$ cat config.mk
export PLATFORM = sky130hd
export DESIGN_NAME = mio_bus_ctrl
export DESIGN_NICKNAME = d
export VERILOG_FILES = /design/src/rtl/mio_bus_ctrl.sv
export SDC_FILE = /design/constraint.sdc
export NUM_CORES = 1
export LEC_CHECK = 0
export CELL_PAD_IN_SITES_DETAIL_PLACEMENT = 0
export CELL_PAD_IN_SITES_GLOBAL_PLACEMENT = 1
export CORE_MARGIN = 2
export CORE_UTILIZATION = 33
export DETAILED_ROUTE_END_ITERATION = 10
export GPL_ROUTABILITY_DRIVEN = 0
export PLACE_DENSITY_LB_ADDON = 0.1
export SETUP_SLACK_MARGIN = 0.3
export SLEW_MARGIN = 0
export SYNTH_ARGS = -nofsm -noshare
export SYNTH_HDL_FRONTEND = slang
export SYNTH_SLANG_ARGS = --single-unit
$ cat constraint.sdc
create_clock -name clk -period 9.4 [get_ports clk]
set_clock_uncertainty 0.2 [all_clocks]
set_input_delay 1.88 -clock clk [delete_from_list [all_inputs] [get_ports clk]]
set_output_delay 1.88 -clock clk [all_outputs]
set_load 0.005 [all_outputs]
$ cat src/rtl/mio_bus_ctrl.sv
// Memory/IO bus controller: decodes CPU requests to block RAM or LED/switch/counter peripherals.
// Define MIO_COUNTER_EN to implement the free-running counter at 0xF000_0004.
module mio_bus_ctrl #(
  parameter int unsigned RAM_AW   = 14,
  parameter int unsigned RAM_WAIT = 1
) (
  input  logic              clk,
  input  logic              reset,
  input  logic              CPU_MIO,
  input  logic              mem_w,
  input  logic [31:0]       Addr_in,
  input  logic [31:0]       Data_from_cpu,
  output logic [31:0]       Data_to_cpu,
  output logic              MIO_ready,
  output logic [RAM_AW-1:0] ram_addr,
  output logic [31:0]       ram_din,
  output logic              ram_we,
  input  logic [31:0]       ram_dout,
  input  logic [15:0]       sw,
  output logic [15:0]       led,
  output logic [31:0]       counter_out
);

  localparam logic [31:0] LED_ADDR = 32'hE000_0000;
  localparam logic [31:0] SW_ADDR  = 32'hF000_0000;
  localparam logic [31:0] CNT_ADDR = 32'hF000_0004;

  typedef enum logic [1:0] {S_IDLE, S_RAM_ACC, S_RAM_WAIT, S_DONE} state_t;

  state_t      state;
  logic        mem_w_q;
  logic [2:0]  wait_cnt;
  logic        accept;
  logic        is_ram;
  logic        is_led;
  logic        is_sw;
  logic        is_cnt;
  logic [31:0] periph_rd;

  assign accept    = (state == S_IDLE) && CPU_MIO;
  assign is_ram    = (Addr_in[31:16] == 16'h0000);
  assign is_led    = (Addr_in == LED_ADDR);
  assign is_sw     = (Addr_in == SW_ADDR);
  assign MIO_ready = ((state == S_IDLE) && !CPU_MIO) || (state == S_DONE);

`ifdef MIO_COUNTER_EN
  logic [31:0] counter;

  assign is_cnt      = (Addr_in == CNT_ADDR);
  assign counter_out = counter;

  // A CPU write on the accepting edge overrides that cycle's increment.
  always_ff @(posedge clk or posedge reset) begin
    if (reset) begin
      counter <= '0;
    end else if (accept && mem_w && is_cnt) begin
      counter <= Data_from_cpu;
    end else begin
      counter <= counter + 32'd1;
    end
  end
`else
  assign is_cnt      = 1'b0;
  assign counter_out = '0;
`endif

  always_comb begin
    periph_rd = '0;
    if (is_led) begin
      periph_rd = {16'h0000, led};
    end else if (is_sw) begin
      periph_rd = {16'h0000, sw};
    end else if (is_cnt) begin
      periph_rd = counter_out;
    end
  end

  always_ff @(posedge clk or posedge reset) begin
    if (reset) begin
      state       <= S_IDLE;
      mem_w_q     <= 1'b0;
      wait_cnt    <= '0;
      Data_to_cpu <= '0;
      led         <= '0;
      ram_we      <= 1'b0;
      ram_addr    <= '0;
      ram_din     <= '0;
    end else begin
      case (state)
        S_IDLE: begin
          if (CPU_MIO) begin
            mem_w_q <= mem_w;
            if (is_ram) begin
              // Address/data/we are registered here so the RAM sees them during RAM_ACC.
              ram_addr <= Addr_in[RAM_AW+1:2];
              ram_din  <= Data_from_cpu;
              ram_we   <= mem_w;
              state    <= S_RAM_ACC;
            end else begin
              if (mem_w) begin
                if (is_led) begin
                  led <= Data_from_cpu[15:0];
                end
              end else begin
                Data_to_cpu <= periph_rd;
              end
              state <= S_DONE;
            end
          end
        end
        S_RAM_ACC: begin
          ram_we <= 1'b0;
          if (RAM_WAIT == 0) begin
            if (!mem_w_q) begin
              Data_to_cpu <= ram_dout;
            end
            state <= S_DONE;
          end else begin
            wait_cnt <= 3'(RAM_WAIT - 1);
            state    <= S_RAM_WAIT;
          end
        end
        S_RAM_WAIT: begin
          if (wait_cnt == 3'd0) begin
            if (!mem_w_q) begin
              Data_to_cpu <= ram_dout;
            end
            state <= S_DONE;
          end else begin
            wait_cnt <= wait_cnt - 3'd1;
          end
        end
        S_DONE: begin
          state <= S_IDLE;
        end
        default: begin
          state <= S_IDLE;
        end
      endcase
    end
  end

endmodule
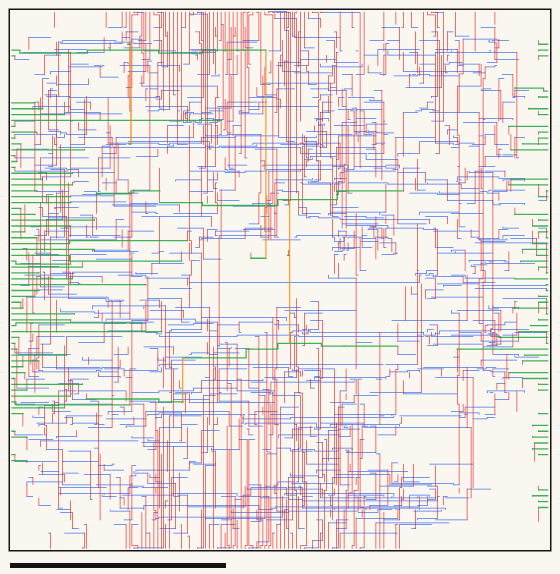
Run 1: signal wires by layer
The bar under the picture is 50 um long.
legend:
  met1:
    colour: blue
    wire_length: 5510 um
  met3:
    colour: green
    wire_length: 1070 um
  met4:
    colour: orange
    wire_length: 115 um
  met2:
    colour: red
    wire_length: 6210 um
DRT Wirelength: 12900 um
Global Route Usage Sum: 16.7%
Wirelength per Cell: 16.5 um
via count: 3535

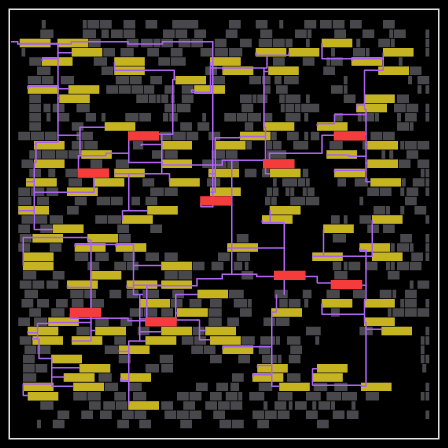
Run 1: clock network drawn from the DEF
legend:
  flip-flops:
    colour: yellow
    count: 101
  cells driving clock nets:
    colour: red
    count: 9
  clock wires:
    colour: purple
    length: 1360 um
flops lie: spread over the die
routed clock nets: 10
Clk power: 0.000359 W
worst skew pair latency: 0.34 ns
clock group share of total power: 25.3%

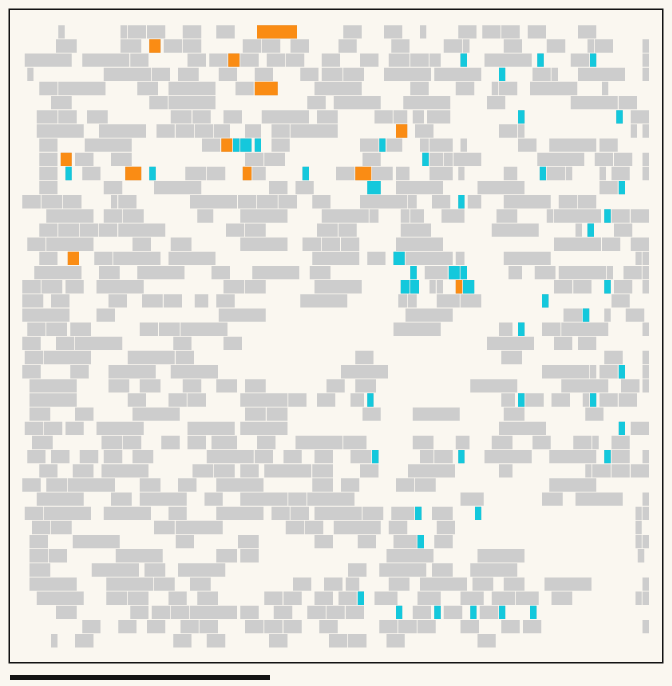
Run 1: gate families picked out
The bar under the picture is 50 um long.
legend:
  NOR gates:
    colour: orange
    cells: 12
    most_used: nor4_1
  NAND gates:
    colour: cyan
    cells: 48
    most_used: nand2_1

==> flow_summary.json, run 1 <==
{
  "status": "complete, no violations",
  "min_path_type": "reg -> reg",
  "finalCritPeriodShare_pct": 55.9,
  "numPortBuffers": 211,
  "logic_family": "multiplexers",
  "logic_area_um2": 2020,
  "ys.flops": 101,
  "dp_slack_ns": 4.13,
  "mux_share_pct": 25.4,
  "async_reset_ff_share_pct": 100,
  "final_max_slew_viol_count": 0,
  "drt_iter0_drc": 119,
  "design_area_um2": 7280,
  "rsz0062_at_grt": "no",
  "core_area_um2": 14400,
  "total_leakage_power_nw": 3.28,
  "warning_count": 31,
  "nFillCells": 1328,
  "cts_buffer_depth": 2,
  "grt_remaining_overflow": 0,
  "synth_warnings": 0,
  "rows": 44,
  "ys_seq_share_pct": 52.1,
  "instances_no_fill": 781,
  "fp_util_pct": 33.6,
  "ios": 244,
  "cp-start-kind": "primary input",
  "die_h_um": 125,
  "placed_cell_area_um2": 7000,
  "antenna_left": 0,
  "tightest_slew_ns": 1.15,
  "ys_cells": 387,
  "cts_tree": "built",
  "h-tree-depth": 3,
  "drive_gt1_share_pct": 16.8,
  "ys_sh_adder_pct": 1.81,
  "timing_hold_violations_final": 0,
  "power_density_nw_per_um2": 195,
  "synthCells": 387,
  "synth_area_um2": 4850,
  "place_hpwl_um": 9620,
  "vdd_drop_max_mv": 0.108,
  "utilization_pct": 50.5,
  "ys_types": 37,
  "grt_pass1_vias": 3744,
  "crit_type": "in -> out",
  "hold_buffers": 0,
  "viasPerCell": 4.53,
  "fin_ws_ns": 4.14
}
==> run 1: flip-flops by register name, summed over array words and instances, names as in the netlist <==
name / flops
Data_to_cpu: 32
ram_din: 32
led: 16
ram_addr: 14
wait_cnt: 3
state: 2
mem_w_q: 1
ram_we: 1
==> run 1: critical path, stage by stage <==
cell             delay, ns
clkdlybuf4s50_1       0.50
nor2b_1               0.08
or2_2                 0.27
clkdlybuf4s50_1       0.45
==> run 1: routing by layer <==
metal,vias to the layer above,part of all wire (%),track usage (%)
met4,0,0.88,3.40
met3,9,8.3,7.57
met1,1716,43,20.7
met5,-,0,0
li1,1681,-,-
met2,129,48,27.2
==> run 1: logic make-up after synthesis <==
| family | after synthesis |
|---|---|
| AND-OR/OR-AND | 27 |
| adder cells (fa/ha/maj) | 7 |
| buffers and inverters | 72 |
| flip-flops | 101 |
| multiplexers | 113 |
| other | 1 |
| AND/OR/NAND/NOR | 66 |
==> run 1: where the power goes <==
part           switching [W]  total (W)  internal (W)  leakage [nW]
Clock               0.000169   0.000359      0.000190         0.130
Combinational       0.000227   0.000511      0.000285          1.77
Sequential         0.0000384   0.000548      0.000510          1.38
Total               0.000434    0.00142      0.000984          3.28
==> run 1: through the flow <==
| step | power [W] | hold WS (ns) |
|---|---|---|
| 2_1_floorplan | 0.000836 | 0.258 |
| 3_3_place_gp | 0.00107 | 0.267 |
| 3_5_place_dp | 0.00108 | 0.275 |
| 4_1_cts | 0.00145 | 0.291 |
| 5_1_grt | 0.00152 | 0.311 |
| 6_report | 0.00142 | 0.285 |
==> run 1: cells in the mapped netlist (2+ instances only) <==
cell type,instances,area [um^2]
mux2i_1,33,330
o21ai_0,7,35.0
nand2_1,41,154
nand2b_1,3,18.8
o31ai_1,7,52.6
buf_4,39,293
nor4b_1,2,17.5
ha_1,7,87.6
buf_1,4,15.0
buf_2,4,20.0
nand3_1,2,10.0
mux2_2,66,743
o31ai_2,9,113
inv_1,21,78.8
mux2_1,14,158
dfrtp_1,101,2530
clkbuf_1,3,11.3
nor4_1,5,31.3
==> run 1: final timing paths <==
kind	start	end	slack, ns	cells after the start
hold reg to reg	Data_to_cpu[8]	Data_to_cpu[8]	0.28	1
setup reg to reg	state[0]	Data_to_cpu[1]	6.24	6
hold / removal	Data_to_cpu[8]	Data_to_cpu[8]	0.28	1
min in group asynchronous	reset	Data_to_cpu[20]	1.69	2
setup / recovery	CPU_MIO	MIO_ready	4.14	4
max in group asynchronous	reset	ram_din[20]	6.05	3
==> run 1: final cells by class <==
type,instances,area share (%)
Clock inverter,5,0.584
Tap cell,184,3.16
Sequential cell,101,34.7
Multi-Input combinational cell,245,27.8
Clock buffer,11,3.33
Timing Repair Buffer,214,29.3
Inverter,21,1.12
Run 1, track usage over the die:
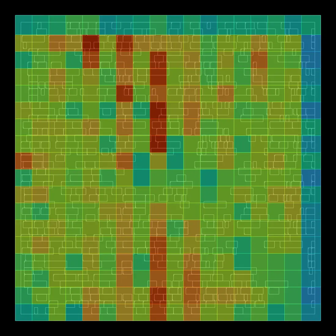

==> inputs of run 2 (changes only) <==
- CORE_UTILIZATION: 33 -> 27
- clock period: 9.4 -> 4.7 ns (I/O delays scaled with it)
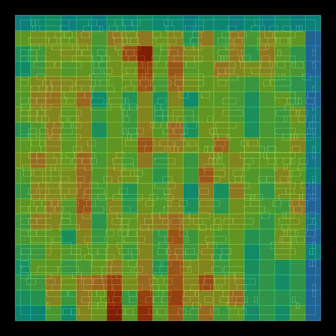
Run 2: track usage over the die
Global Route met1 Usage: 18.6%
post-layout util: 41.6%

==> flow_summary.json, run 2 <==
{
  "status": "complete, no violations",
  "routed-via-count": 3547,
  "fp_util_pct": 27.3,
  "h-tree-depth": 3,
  "total_leakage_power_nw": 3.32,
  "warning_count": 31,
  "core_area_um2": 17800,
  "ys_top_cells_by_count": "dfrtp_1 (101), mux2_2 (66), nand2_1 (41)",
  "top_regs": "Data_to_cpu: 32 flops, ram_din: 32 flops, led: 16 flops",
  "power_density_nw_per_um2": 391,
  "vdd_drop_max_mv": 0.172,
  "finalCritPeriodShare_pct": 72.7,
  "r2r_start": "state[0]",
  "r2r_cells": 6,
  "instances_no_fill": 830,
  "cp-start-kind": "primary input",
  "final_max_slew_viol_count": 0,
  "insertion_delay_ns": 0.35,
  "ys_types": 37,
  "rrSetupSlack_ns": 2.20,
  "ys_cells": 387,
  "drt-total-wl_um": 13400,
  "grt_pass1_vias": 3710,
  "ys.flops": 101,
  "timing_hold_violations_final": 0
}
==> run 2: netlist changes by cell type in the layout (fill, tap and decap cells not counted), sizes merged <==
cell,before,now
clkinvlp,3,1
clkbuf,11,9
buf,3,7
inv,23,25
clkinv,0,2
==> run 2: through the flow <==
stage	instance area, um^2	power [W]	utilization (%)	hold slack, ns	worst slack (ns)
detailed placement	7090	0.00218	39.9	0.279	0.963
global placement	7090	0.00217	39.9	0.270	0.994
CTS	7400	0.00295	41.6	0.294	1.26
finish	7400	0.00289	41.6	0.288	1.28
floorplan	4970	0.00167	-	0.258	0.913
global route	7400	0.00309	41.6	0.300	1.19
==> run 2: worst max-delay path by stage <==
stage | start | end | slack (ns) | cells after the start
6_report | CPU_MIO | MIO_ready | 1.28 | 4
5_1_grt | CPU_MIO | MIO_ready | 1.19 | 4
4_1_cts | CPU_MIO | MIO_ready | 1.26 | 4
3_5_place_dp | Addr_in[21] | ram_din[17] | 0.96 | 6
3_3_place_gp | Addr_in[21] | ram_din[8] | 0.99 | 6
2_1_floorplan | reset | Data_to_cpu[0] | 0.91 | 1
==> run 2: cells by family (layout without fill, tap and decap cells) <==
group / after synthesis / count (layout) / share of synthesized area (%)
AOI/OAI and AO/OA: 27 / 27 / 4.77
adders and majority gates: 7 / 7 / 1.81
buffers and inverters: 72 / 255 / 8.85
DFF: 101 / 101 / 52.1
muxes: 113 / 113 / 25.4
other: 1 / 32 / 0.0773
and+or+nand+nor: 66 / 66 / 7.02
==> run 2: routing by layer <==
metal	track usage, %	part of all wire (%)
met1	18.6	44
met2	22.6	48
met3	4.50	7.3
met4	4.46	1.2
met5	0	0
==> run 2: power by group <==
part	total [W]	switching (W)	internal, W
registers	0.00110	0.0000766	0.00102
logic	0.00104	0.000463	0.000577
clock network	0.000757	0.000378	0.000379
total	0.00289	0.000917	0.00197
==> run 2: area by class of cell <==
cell class	instances	area share, %
tap	229	3.87
clock inverter	7	1.05
timing repair buffer	218	29.4
inverter	21	1.10
clock buffer	9	3.04
sequential	101	34.2
multi-input combinational	245	27.3
==> run 2: critical path: stages <==
cell             delay, ns
clkdlybuf4s50_1       0.51
nor2b_1               0.08
or2_2                 0.28
clkdlybuf4s50_1       0.46
Power figures rest on the tool's default switching activity, not on a simulated workload.
